## src/rtl/fft_pkg.sv

```systemverilog
// Shared FFT definitions: default sizes, complex sample type, bank states, bit-reversal helper.
// Latency: n/a (types, constants and a pure combinational function only).
// Backpressure: n/a.
package fft_pkg;

  localparam int LOG2N  = 3;
  localparam int N      = 1 << LOG2N;
  localparam int DATA_W = 16;

  typedef struct packed {
    logic signed [DATA_W-1:0] re;
    logic signed [DATA_W-1:0] im;
  } cplx_t;

  typedef enum logic {
    EMPTY = 1'b0,
    FULL  = 1'b1
  } bank_state_t;

  // Reverses the low 'width' bits of idx (width <= 16); upper result bits are zero.
  function automatic logic [15:0] bitrev(input logic [15:0] idx, input int unsigned width);
    logic [15:0] r;
    r = '0;
    for (int i = 0; i < 16; i++) begin
      r[i] = idx[15-i];
    end
    return r >> (16 - width);
  endfunction

endpackage

```

## src/rtl/fft_reorder_bank.sv

```systemverilog
// One N-entry {re, im} sample bank with a write port, a combinational read port and an EMPTY/FULL flag.
// Latency: write lands on the clock edge; read data is combinational from the read address.
// Backpressure: none here; the owner must only write while EMPTY and only read while FULL.
module fft_reorder_bank #(
  parameter int DATA_W = 16,
  parameter int LOG2N  = 3
) (
  input  logic              clk,
  input  logic              rst,
  input  logic              wr_en_i,
  input  logic [LOG2N-1:0]  wr_addr_i,
  input  logic [DATA_W-1:0] wr_re_i,
  input  logic [DATA_W-1:0] wr_im_i,
  input  logic              wr_last_i,
  input  logic [LOG2N-1:0]  rd_addr_i,
  output logic [DATA_W-1:0] rd_re_o,
  output logic [DATA_W-1:0] rd_im_o,
  input  logic              rd_done_i,
  output logic              full_o
);
  import fft_pkg::*;

  localparam int DEPTH = 1 << LOG2N;

  logic [DATA_W-1:0] re_q [DEPTH];
  logic [DATA_W-1:0] im_q [DEPTH];
  bank_state_t       state_q, state_d;

  // Flag turns FULL when the last sample of a frame lands, EMPTY when the last one is read out.
  always_comb begin
    state_d = state_q;
    if (wr_last_i) begin
      state_d = FULL;
    end else if (rd_done_i) begin
      state_d = EMPTY;
    end
  end

  // Flag register.
  always_ff @(posedge clk or posedge rst) begin
    if (rst) begin
      state_q <= EMPTY;
    end else begin
      state_q <= state_d;
    end
  end

  // Sample storage; cleared on reset so nothing stale can ever be presented.
  always_ff @(posedge clk or posedge rst) begin
    if (rst) begin
      for (int i = 0; i < DEPTH; i++) begin
        re_q[i] <= '0;
        im_q[i] <= '0;
      end
    end else if (wr_en_i) begin
      re_q[wr_addr_i] <= wr_re_i;
      im_q[wr_addr_i] <= wr_im_i;
    end
  end

  assign rd_re_o = re_q[rd_addr_i];
  assign rd_im_o = im_q[rd_addr_i];
  assign full_o  = (state_q == FULL);

endmodule

```

## src/rtl/fft_input_reorder.sv

```systemverilog
// Ping-pong frame buffer: natural-order samples in, bit-reversed order out (optional stats: FFT_REORDER_STATS_EN).
// Latency: first output valid the cycle after the last sample of a frame is accepted; 1 sample/cycle, no frame gaps.
// Backpressure: in_ready drops only while both banks are FULL; outputs hold stable while out_valid && !out_ready.
module fft_input_reorder #(
  parameter int DATA_W = fft_pkg::DATA_W,
  parameter int LOG2N  = fft_pkg::LOG2N
) (
  input  logic              clk,
  input  logic              rst,
  input  logic              in_valid,
  output logic              in_ready,
  input  logic [DATA_W-1:0] in_re,
  input  logic [DATA_W-1:0] in_im,
  output logic              out_valid,
  input  logic              out_ready,
  output logic [DATA_W-1:0] out_re,
  output logic [DATA_W-1:0] out_im,
  output logic [LOG2N-1:0]  out_idx,
`ifdef FFT_REORDER_STATS_EN
  output logic [15:0]       frame_cnt,
  output logic              overflow_seen,
`endif
  output logic              out_last
);
  import fft_pkg::*;

  localparam int                 DEPTH    = 1 << LOG2N;
  localparam logic [LOG2N-1:0]   LAST_PTR = LOG2N'(DEPTH - 1);

  logic              wr_bank_q, wr_bank_d;
  logic [LOG2N-1:0]  wr_ptr_q,  wr_ptr_d;
  logic              rd_bank_q, rd_bank_d;
  logic [LOG2N-1:0]  rd_ptr_q,  rd_ptr_d;

  logic [1:0]        bank_full;
  logic [DATA_W-1:0] bank_re [2];
  logic [DATA_W-1:0] bank_im [2];
  logic [LOG2N-1:0]  rd_addr;
  logic              wr_fire;
  logic              rd_fire;

  assign in_ready  = !bank_full[wr_bank_q];
  assign out_valid =  bank_full[rd_bank_q];
  assign wr_fire   = in_valid && in_ready;
  assign rd_fire   = out_valid && out_ready;

  // Output slot k of the frame carries source sample bitrev(k).
  assign rd_addr   = LOG2N'(bitrev(16'(rd_ptr_q), LOG2N));

  for (genvar b = 0; b < 2; b++) begin : g_bank
    fft_reorder_bank #(
      .DATA_W (DATA_W),
      .LOG2N  (LOG2N)
    ) u_bank (
      .clk       (clk),
      .rst       (rst),
      .wr_en_i   (wr_fire && (wr_bank_q == 1'(b))),
      .wr_addr_i (wr_ptr_q),
      .wr_re_i   (in_re),
      .wr_im_i   (in_im),
      .wr_last_i (wr_fire && (wr_bank_q == 1'(b)) && (wr_ptr_q == LAST_PTR)),
      .rd_addr_i (rd_addr),
      .rd_re_o   (bank_re[b]),
      .rd_im_o   (bank_im[b]),
      .rd_done_i (rd_fire && (rd_bank_q == 1'(b)) && (rd_ptr_q == LAST_PTR)),
      .full_o    (bank_full[b])
    );
  end

  // Writer and reader pointers advance independently; each flips its bank on frame wrap.
  always_comb begin
    wr_bank_d = wr_bank_q;
    wr_ptr_d  = wr_ptr_q;
    rd_bank_d = rd_bank_q;
    rd_ptr_d  = rd_ptr_q;
    if (wr_fire) begin
      wr_ptr_d = wr_ptr_q + 1'b1;
      if (wr_ptr_q == LAST_PTR) begin
        wr_bank_d = !wr_bank_q;
      end
    end
    if (rd_fire) begin
      rd_ptr_d = rd_ptr_q + 1'b1;
      if (rd_ptr_q == LAST_PTR) begin
        rd_bank_d = !rd_bank_q;
      end
    end
  end

  // Pointer and bank-select registers.
  always_ff @(posedge clk or posedge rst) begin
    if (rst) begin
      wr_bank_q <= 1'b0;
      wr_ptr_q  <= '0;
      rd_bank_q <= 1'b0;
      rd_ptr_q  <= '0;
    end else begin
      wr_bank_q <= wr_bank_d;
      wr_ptr_q  <= wr_ptr_d;
      rd_bank_q <= rd_bank_d;
      rd_ptr_q  <= rd_ptr_d;
    end
  end

  assign out_re   = bank_re[rd_bank_q];
  assign out_im   = bank_im[rd_bank_q];
  assign out_idx  = rd_ptr_q;
  assign out_last = out_valid && (rd_ptr_q == LAST_PTR);

`ifdef FFT_REORDER_STATS_EN
  logic [15:0] frame_cnt_q;
  logic        overflow_q;

  // Completed-frame counter (wraps naturally) and sticky flag for pushes into a full buffer.
  always_ff @(posedge clk or posedge rst) begin
    if (rst) begin
      frame_cnt_q <= '0;
      overflow_q  <= 1'b0;
    end else begin
      if (rd_fire && out_last) begin
        frame_cnt_q <= frame_cnt_q + 16'd1;
      end
      if (in_valid && !in_ready) begin
        overflow_q <= 1'b1;
      end
    end
  end

  assign frame_cnt     = frame_cnt_q;
  assign overflow_seen = overflow_q;
`endif

endmodule

```

## config.mk

```make
export PLATFORM = sky130hd
export DESIGN_NAME = fft_input_reorder
export DESIGN_NICKNAME = d
export VERILOG_FILES = /design/src/rtl/fft_pkg.sv /design/src/rtl/fft_reorder_bank.sv /design/src/rtl/fft_input_reorder.sv
export SDC_FILE = /design/constraint.sdc
export NUM_CORES = 1
export LEC_CHECK = 0
export CORE_AREA = 2 2 265 162
export CTS_CLUSTER_DIAMETER = 80
export DETAILED_ROUTE_END_ITERATION = 7
export DIE_AREA = 0 0 267 164
export PLACE_DENSITY = 0.81
export REMOVE_ABC_BUFFERS = 1
export SYNTH_ARGS = -nofsm -noshare
export SYNTH_HDL_FRONTEND = slang
export SYNTH_SLANG_ARGS = --single-unit
```

## constraint.sdc

```tcl
create_clock -name clk -period 42.2 [get_ports clk]
set_clock_uncertainty 0.2 [all_clocks]
set_input_delay 6.33 -clock clk [delete_from_list [all_inputs] [get_ports clk]]
set_output_delay 6.33 -clock clk [all_outputs]
set_load 0.05 [all_outputs]
```

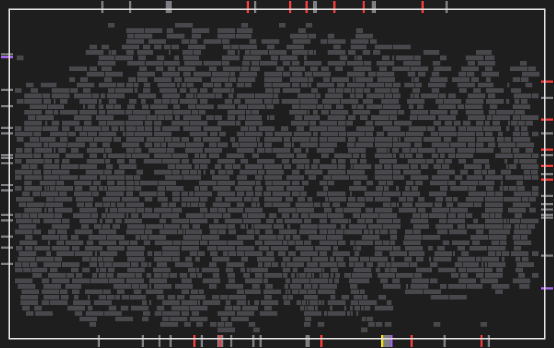
io_placement.png
Drawn at 2 px/micron. Pins as bars across the die edge, other pins in grey.
Yellow shows out_valid, pins 1, direction output, edge bottom. Red shows out_re, pins 16, direction output, edge 6 top, 5 bottom, 5 right. Purple shows out_idx, pins 3, direction output, edge 1 bottom, 1 left, 1 right.

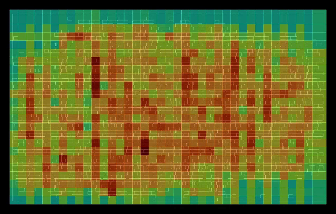
congestion.png
GR peak layer: met2
final core utilization: 63.8%
routed length per instance: 25.5 microns
Tot GR Track Use: 26.6%
M3 GR Usage: 4.45%

==> ci_impl_report.md <==
## Synthesis and layout report

| Metric | Value |
|---|---|
| Sequential cell area fraction in the yosys report | a little under three fifths |
| Die width | 267 microns |
| Area leader, netlist | dfrtp_1 |
| Final Hold Fails | 0 |
| Initial antenna violation count | 1 |
| Most numerous cell in the Yosys netlist | dfrtp_1 |
| Synth Warn # | 0 |
| CTS Sinks | between 500 and 600 |
| Place WS | ~32000 ps |
| Worst-path cell with the longest stage delay | dfrtp_4 |
| Distinct lib cells | 29 |
| LEAKAGE | 11.9 nW |
| Final GP Congestion | 0.730 |
| Met3 routed WL | roughly 3.0 mm |
| Largest net degree at the start of global routing | about 140 |
| Synthesized area | about 24000 sq um |
| Adders+Majority by Area | less than 1% |
| Core Area | slightly above 40000 sq um |
| Cell area power density | between 80 and 90 nW/um^2 |
| Clock-pin slew on the worst setup and hold paths | around 70 ps |
| Crit path max fanout | around 140 |
| Final wirelength | roughly 56 mm |
| ANT cells | 0 |
| Total grt overflow | 0 |
| Post-Route Setup TNS | 0 ps |
| Root buffer cell | clkbuf_16 |
| Outcome | finished, final reports clean |
| Initial DRC Count | between 1000 and 1500 |
| Worst slew pin tran | ~1300 ps |
| Mux cell area share | between 30% and 40% |
| RSZ-0062 raised after global routing | no |
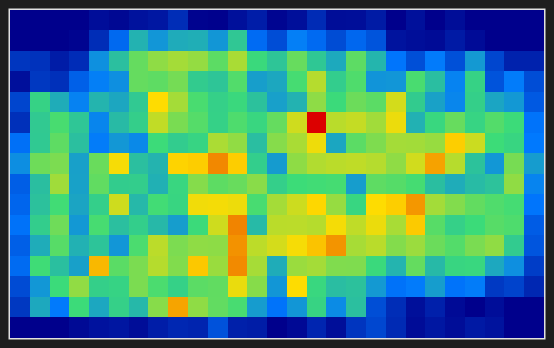
metal_density.png
Drawn at 2 px/micron. The die is cut into 27 by 16 equal tiles; dark blue is low, red is high, scaled to the fullest tile. Values are wire area over tile area, all layers added.
38% of the tiles are over half the peak. The fullest tile reaches 0.51. The emptiest ninth of the die: top right. 7.2% of the tiles are nearly empty. The mean over all tiles is 0.20.

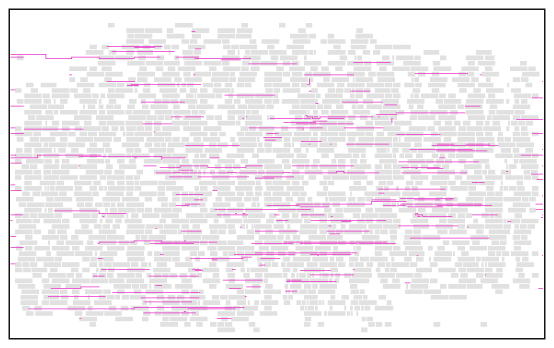
layer_met3.png
Drawn at 2 px/micron.
The longest straight run is 55.0 microns. The layer holds 5.4% of the routed length. The layer carries 3020 microns of wire.

[report_power, final]
| part | total [mW] | switching (mW) | internal [mW] |
|---|---|---|---|
| registers | 0.876 | 0.146 | 0.730 |
| logic | 0.967 | 0.493 | 0.474 |
| clock network | 0.432 | 0.187 | 0.245 |
| total | 2.27 | 0.826 | 1.45 |
[cell type report]
cell class / instances / area, sq um / share of cell area, %
tap: 570 / 713 / 2.70
multi-input combinational: 925 / 10100 / 38.3
clock inverter: 5 / 67.6 / 0.256
timing repair buffer: 102 / 961 / 3.64
clock buffer: 79 / 1480 / 5.60
inverter: 2 / 15.0 / 0.0568
sequential: 522 / 13100 / 49.5
[layout by cell type (no fill, tap or decap), drive strengths merged]
cell	n
or4b	1
mux2	517
clkdlybuf4s50	73
or3	4
and2	3
inv	3
nand2b	2
ha	4
nand3	36
nand2	40
buf	29
clkinv	2
a22oi	96
dfrtp	522
o21ai	5
xnor2	3
nor3	4
bufinv	1
nand3b	3
clkinvlp	1
nor2b	4
nor2	10
mux4	64
mux2i	129
clkbuf	79
[worst paths after layout]
check                                                      start                                      to  slack (ps)  cells past startpoint
max in group asynchronous                                    rst  g_bank[0].u_bank.im_q[121]$_DFFE_PP0P_       33370                      4
hold reg to reg            g_bank[1].u_bank.im_q[59]$_DFFE_PP0P_   g_bank[1].u_bank.im_q[59]$_DFFE_PP0P_         290                      1
hold / removal             g_bank[1].u_bank.im_q[59]$_DFFE_PP0P_   g_bank[1].u_bank.im_q[59]$_DFFE_PP0P_         290                      1
setup / recovery                          out_idx[2]$_DFFE_PP0N_                              out_re[11]       31280                      5
setup reg to reg                           wr_bank_q$_DFFE_PP0P_   g_bank[0].u_bank.re_q[65]$_DFFE_PP0P_       39070                      5
min in group asynchronous                                    rst   g_bank[0].u_bank.im_q[17]$_DFFE_PP0P_        6120                      2
Power figures rest on the tool's default switching activity, not on a simulated workload.
